[src/rtl/alu_pkg.sv]
// alu_pkg: definitions shared by the ALU, the decoder and the control unit.
//   XLEN     : integer datapath width (32 for RV32I).
//   alu_op_e : 4-bit operation select, encoded as {funct7[5], funct3}, so the
//              decoder can form it straight from the instruction bits.
package alu_pkg;

  localparam int XLEN = 32;

  typedef enum logic [3:0] {
    ALU_ADD  = 4'b0000,
    ALU_SLL  = 4'b0001,
    ALU_SLT  = 4'b0010,
    ALU_SLTU = 4'b0011,
    ALU_XOR  = 4'b0100,
    ALU_SRL  = 4'b0101,
    ALU_OR   = 4'b0110,
    ALU_AND  = 4'b0111,
    ALU_SUB  = 4'b1000,
    ALU_SRA  = 4'b1101
  } alu_op_e;

endpackage

[src/rtl/alu_shifter.sv]
// alu_shifter: 32-bit barrel shifter used for SLL, SRL and SRA.
//   data   : value to shift
//   shamt  : shift amount, 0..31
//   dir    : 0 = shift left, 1 = shift right
//   arith  : on a right shift, 1 fills with data[31], 0 fills with zeros
//   result : shifted value
module alu_shifter
  import alu_pkg::*;
(
  input  logic [XLEN-1:0] data,
  input  logic [4:0]      shamt,
  input  logic            dir,
  input  logic            arith,
  output logic [XLEN-1:0] result
);

  // Right shifts go through a 33-bit signed value whose extra top bit is the
  // fill bit; one arithmetic shift then covers both SRL (fill 0) and SRA.
  logic signed [XLEN:0] rightIn;
  logic signed [XLEN:0] rightOut;

  always_comb begin
    rightIn  = $signed({arith & data[XLEN-1], data});
    rightOut = rightIn >>> shamt;
    if (dir) begin
      result = rightOut[XLEN-1:0];
    end else begin
      result = data << shamt;
    end
  end

endmodule

[src/rtl/alu.sv]
// alu: RV32I execute-stage integer ALU with a registered copy of its result.
//   clk     : rising-edge clock, used only by the output register
//   rst     : synchronous active-high reset of the output register
//   en      : output-register load enable (hold when low)
//   A, B    : operands (rs1/PC and rs2/immediate)
//   aluOp   : operation select {funct7[5], funct3}, see alu_pkg::alu_op_e
//   aluRes  : combinational result
//   zero    : combinational, high when aluRes is 0
//   aluResQ : registered aluRes (reset 0)
//   zeroQ   : registered zero (reset 1)
module alu
  import alu_pkg::*;
(
  input  logic            clk,
  input  logic            rst,
  input  logic            en,
  input  logic [XLEN-1:0] A,
  input  logic [XLEN-1:0] B,
  input  logic [3:0]      aluOp,
  output logic [XLEN-1:0] aluRes,
  output logic            zero,
  output logic [XLEN-1:0] aluResQ,
  output logic            zeroQ
);

  logic [XLEN-1:0] shiftRes;
  logic            shiftDir;
  logic            shiftArith;

  // Direction and fill come straight from the opcode bits: funct3[2] marks
  // the right shifts, funct7[5] marks the arithmetic one.
  assign shiftDir   = aluOp[2];
  assign shiftArith = aluOp[3];

  alu_shifter u_shifter (
    .data   (A),
    .shamt  (B[4:0]),
    .dir    (shiftDir),
    .arith  (shiftArith),
    .result (shiftRes)
  );

  always_comb begin
    aluRes = '0;
    case (aluOp)
      ALU_ADD:  aluRes = A + B;
      ALU_SUB:  aluRes = A - B;
      ALU_SLL:  aluRes = shiftRes;
      ALU_SLT:  aluRes = {{(XLEN-1){1'b0}}, $signed(A) < $signed(B)};
      ALU_SLTU: aluRes = {{(XLEN-1){1'b0}}, A < B};
      ALU_XOR:  aluRes = A ^ B;
      ALU_SRL:  aluRes = shiftRes;
      ALU_SRA:  aluRes = shiftRes;
      ALU_OR:   aluRes = A | B;
      ALU_AND:  aluRes = A & B;
      // Unused encodings yield 0 so zero reads high.
      default:  aluRes = '0;
    endcase
  end

  assign zero = (aluRes == '0);

  // Reset takes priority over load enable.
  always_ff @(posedge clk) begin
    if (rst) begin
      aluResQ <= '0;
      zeroQ   <= 1'b1;
    end else if (en) begin
      aluResQ <= aluRes;
      zeroQ   <= zero;
    end
  end

endmodule

[config.mk]
export PLATFORM = sky130hd
export DESIGN_NAME = alu
export DESIGN_NICKNAME = d
export VERILOG_FILES = /design/src/rtl/alu_pkg.sv /design/src/rtl/alu_shifter.sv /design/src/rtl/alu.sv
export SDC_FILE = /design/constraint.sdc
export NUM_CORES = 1
export LEC_CHECK = 0
export CELL_PAD_IN_SITES_DETAIL_PLACEMENT = 1
export CELL_PAD_IN_SITES_GLOBAL_PLACEMENT = 1
export CORE_MARGIN = 2
export CORE_UTILIZATION = 46
export CTS_CLUSTER_DIAMETER = 120
export DETAILED_ROUTE_END_ITERATION = 10
export PLACE_DENSITY_LB_ADDON = 0.25
export SKIP_LAST_GASP = 1
export SLEW_MARGIN = 5
export SYNTH_ARGS = -nofsm -noshare
export SYNTH_HDL_FRONTEND = slang
export SYNTH_SLANG_ARGS = --single-unit
[constraint.sdc]
create_clock -name clk -period 16.8 [get_ports clk]
set_input_delay 3.36 -clock clk [delete_from_list [all_inputs] [get_ports clk]]
set_output_delay 3.36 -clock clk [all_outputs]
set_load 0.02 [all_outputs]
==> flow_summary.toml, run 1 <==
# synthesis and place-and-route metrics
[run_status]
status = "finished, final reports clean"

[layout]
fin_util_pct = 52.2
drive_gt1_share_pct = 9.41
clkbuf_count = 6

[route]
wl_per_cell_um = 31.0

[sta]
period_minus_slack_ns = 12.83
setup_violations = 0
slew_viol_final = 0

[grt]
busiest_layer = "met2"
grt_max_degree = 64

[power_and_ir_drop]
combPwrFrac_pct = 73.1
p_leak_nw = 5.25
power.switching_uw = 358
powerDensity_nw_per_um2 = 51.0
clock_power_share_pct = 13.8
vdd_drop_max_mv = 0.0472
p_clk_uw = 92.6

[clock_network]
clock_sinks = 33
cts_made_buffers = 5
clkTransAtPathRegs_ns = 0.06

[synth]
common_cells = "nor2_1, nand2_1, a21oi_1"
synthTopLogicFamily = "AND-OR/OR-AND gates"
edf_count = 0

[critical_path]
crit_chain = "buf_4 -> buf_4 -> inv_2 -> fa_1 -> nor2b_1 -> o2111a_1 -> o21ai_1 -> o21ai_0 -> xnor2_1 -> a211o_1 -> or3_1 -> nor3_1 -> nand4b_1 -> nor4b_2 -> and2_1 -> clkdlybuf4s50_1"
cp.arrival_ns = 9.47
slowest_delay_ns = 0.81
endpoint_kind = "output pin"
r2r_end = "zeroQ"

[die]
nWellTaps = 330
-- run 1: state kept, by name, summed over array words and instances (netlist names) --
signal and cells:
zeroQ 1, aluResQ 32
-- run 1: cells in the final DEF, fill, tap and decap left out, types with 43 or more instances in the layout --
master	n
inv_1	106
a211oi_1	44
nor2_1	175
clkdlybuf4s50_1	128
a21oi_1	118
mux2_2	43
mux2i_1	82
o21ai_0	90
nand2_1	155
ha_1	100
-- run 1: logic make-up (layout without fill, tap and decap cells) --
kind of cell,Yosys count,count (layout)
compound gates,541,541
simple gates,534,534
buf+inv,260,280
mux,171,171
fa+ha+maj,102,102
flops,33,33
xor+xnor,18,18
other cells,0,1
**Run 1: routed metal, one colour a layer**

Scale bar: 50 um. Only two layers are drawn.
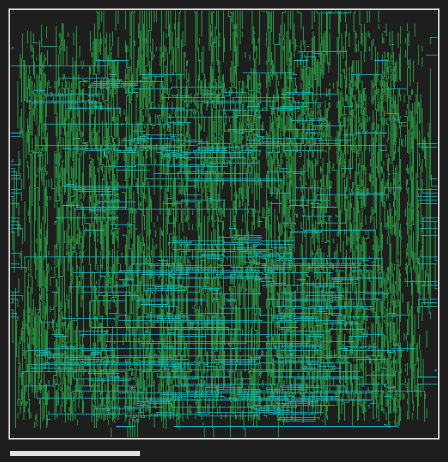
green -> metal 2  # wire length 27.0 mm
cyan -> metal 3  # wire length 6,930 um
final wirelength: 62,200 um
Total GRT Usage: 44.9%

**Run 1: a small window of the routed layout**

Scale bar: 20 um. Region (16, 16) to (66, 66) um. Cells in grey, sequential cells in the stronger grey; small squares are vias.
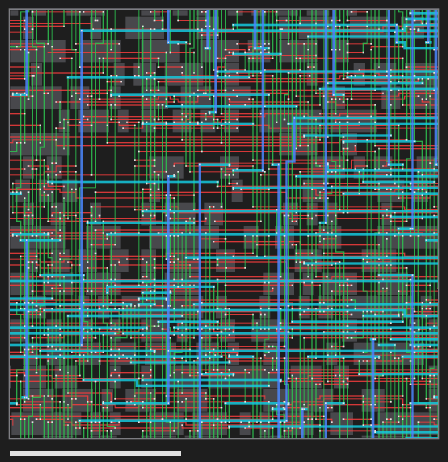
green -> metal 2
blue -> metal 4
red -> metal 1
cyan -> metal 3
cells with their middle in the window = 152
sequential cells in the window = 0
most frequent = nand2_1 (22), nor2_1 (16), mux2i_1 (13)

**Run 1: wire density map**

Scale bar: 50 um. The die is cut into 33 by 33 equal tiles; black is low, pale yellow is high, scaled to the fullest tile. Values are wire area over tile area, all layers added.
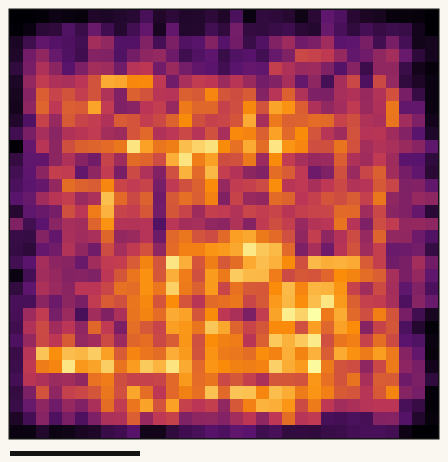
nearly empty tiles = 1.5%
fullest tile = 0.85
emptiest ninth of the die = north-east
mean over tiles = 0.40

**Run 1: cell placement**

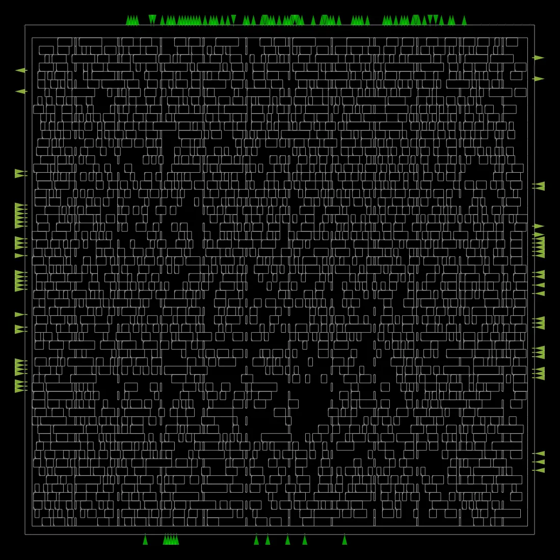

==> run 1 -> run 2 <==
CORE_UTILIZATION = 43   (was 46)
clock period = 12.3 ns   (was 16.8 ns; I/O delays follow)
**Run 2: cell placement**

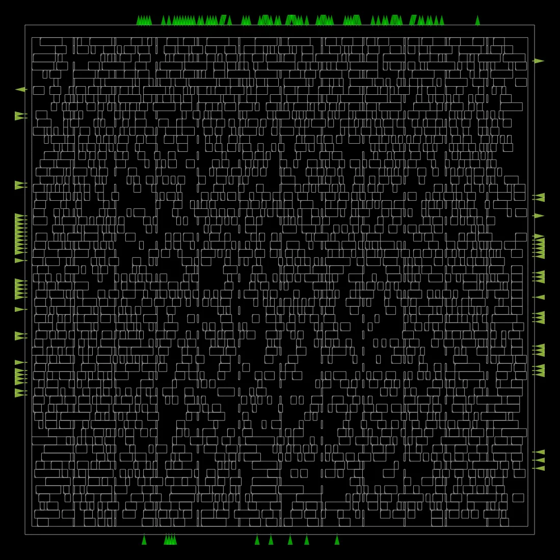
floorplan row count: 60
# Taps: 341

==> flow_summary.toml, run 2 <==
# synthesis and place-and-route metrics
[critical_path]
endpoint_kind = "output pin"
cp.arrival_ns = 7.75
slowest_delay_ns = 0.94
crit_chain = "clkdlybuf4s50_1 -> inv_1 -> ha_1 -> clkinv_1 -> a21oi_1 -> o31ai_1 -> o21bai_1 -> nand3_1 -> xnor2_1 -> a221oi_1 -> and3_1 -> nand3_1 -> nor4b_2 -> and2_1 -> clkdlybuf4s50_1"

[grt]
track_usage_pct = 42.6
grt_max_degree = 74

[sta]
slew_viol_final = 0
setup_violations = 0
period_minus_slack_ns = 10.21

[layout]
largest_register_ff_count = 32
layout.cells.most_common = "nor2_1"
largestRegisters = "aluResQ: 32 flops, zeroQ: 1 flops"
top_register = "aluResQ"
drive_gt1_share_pct = 9.40

[power_and_ir_drop]
clock_power_share_pct = 13.2
powerDensity_nw_per_um2 = 69.5
power.switching_uw = 487
p_leak_nw = 5.25
vdd_drop_max_mv = 0.0450
p_clk_uw = 121

[clock_network]
clock_sinks = 33
cts_made_buffers = 5
clkTransAtPathRegs_ns = 0.05

[synth]
common_cells = "nor2_1, nand2_1, a21oi_1"
edf_count = 0
synthTopLogicFamily = "AND-OR/OR-AND gates"

[run_status]
status = "finished, final reports clean"

[route]
totalWireLength_um = 62900
wl_per_cell_um = 31.1
[run 2: cell counts after synthesis]
Identical to the previous run, type by type.
[run 2: cells by family after synthesis]
| group | Yosys count |
|---|---|
| and+or+nand+nor | 534 |
| muxes | 171 |
| xor gates and xnor gates | 18 |
| AOI/OAI and AO/OA | 541 |
| DFF | 33 |
| buffers and inverters | 260 |
| adders and majority gates | 102 |
[run 2: cell type report]
type / instances / area [um^2]
multi-input combinational: 1366 / 10000
inverter: 110 / 413
timing repair buffer: 164 / 1540
sequential: 33 / 661
tap: 341 / 427
fill: 3438 / 13800
clock buffer: 8 / 136
**Run 2: a small window of the routed layout**

Scale bar: 20 um. Region (18, 18) to (68, 68) um. Cells in grey, sequential cells in the stronger grey; small squares are vias.
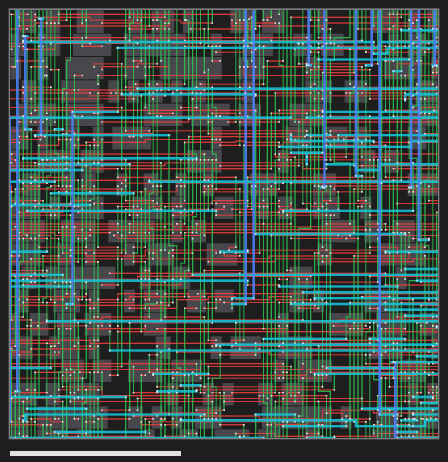

==> run 2 -> run 3 <==
clock period = 9.95 ns   (was 12.3 ns; I/O delays follow)
**Run 3: a small window of the routed layout**

Scale bar: 20 um. Region (18, 18) to (68, 68) um. Cells in grey, sequential cells in the stronger grey; small squares are vias.
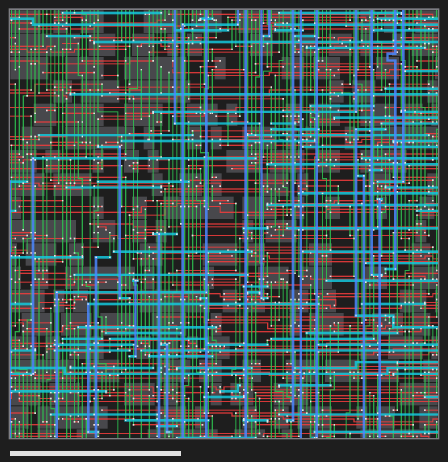
cyan -> metal 3
blue -> metal 4
green -> metal 2
red -> metal 1
cells with their middle in the window = 153
most frequent = mux2_2 (15), nand2_1 (15), mux2i_1 (14)
sequential cells in the window = 0

==> flow_summary.toml, run 3 <==
# synthesis and place-and-route metrics
[critical_path]
reg2reg_slack_ns = 9.07
r2r_end = "zeroQ"
endpoint_kind = "output pin"
crit_chain = "clkdlybuf4s50_1 -> inv_1 -> ha_1 -> inv_1 -> a21oi_1 -> o31ai_2 -> a2111oi_0 -> o31ai_1 -> o221ai_1 -> or3_1 -> nor3_1 -> nand4b_1 -> nor4b_2 -> and2_1 -> clkdlybuf4s50_1"

[power_and_ir_drop]
p_clk_uw = 156
p_leak_nw = 5.41
combPwrFrac_pct = 73.7
powerDensity_nw_per_um2 = 86.1
vdd_drop_max_mv = 0.0854

[layout]
top_register = "aluResQ"
mi_logic_area_um2 = 10000
nNonClkBuffers = 194
bufAreaShareNonClock_pct = 13.2
nNonClkInverters = 110
seq_area_share_pct = 4.91
largest_register_ff_count = 32
seq_cells = 33
clkbuf_count = 7
comb_cells = 1366
dominant_cells = "multi-input combinational cells"
final-clk-cell-share_pct = 1.06
fill_cells = 3448
sh_comb_area_pct = 74.6
layout.cells.most_common = "nor2_1"
largestRegisters = "aluResQ: 32 flops, zeroQ: 1 flops"

[grt]
track_usage_pct = 43.4
grt_max_degree = 49

[clock_network]
cts_made_buffers = 5
clkTransAtPathRegs_ns = 0.05
clock_sinks = 33

[sta]
period_minus_slack_ns = 9.40
setup_violations = 0
slew_viol_final = 0

[route]
totalWireLength_um = 63900
wl_per_cell_um = 31.1

[synth]
common_cells = "nor2_1, nand2_1, a21oi_1"
edf_count = 0

[run_status]
status = "finished, final reports clean"
==> run 3: logic make-up (layout without fill, tap and decap cells) <==
family                     Yosys count  in the layout  share of synthesized area [%]
adders and majority gates          102            102                           10.9
muxes                              171            171                           19.7
DFF                                 33             33                           5.57
and+or+nand+nor                    534            534                           21.1
xor gates and xnor gates            18             18                           1.33
buffers and inverters              260            311                           10.0
AOI/OAI and AO/OA                  541            541                           31.5
==> run 3: worst reg2reg max path, stage by stage, from the launching register on <==
cell     delay, ns
dfxtp_1       0.30
nor2b_1       0.12
a311o_1       0.35
==> run 3: what timing repair did <==
item / 4_1_cts / 5_1_grt
hold endpoints to repair: 0 / 0
endpoints found under the setup margin: 0 / 1
setup buffers: 0 / 0
gates resized: 0 / 1
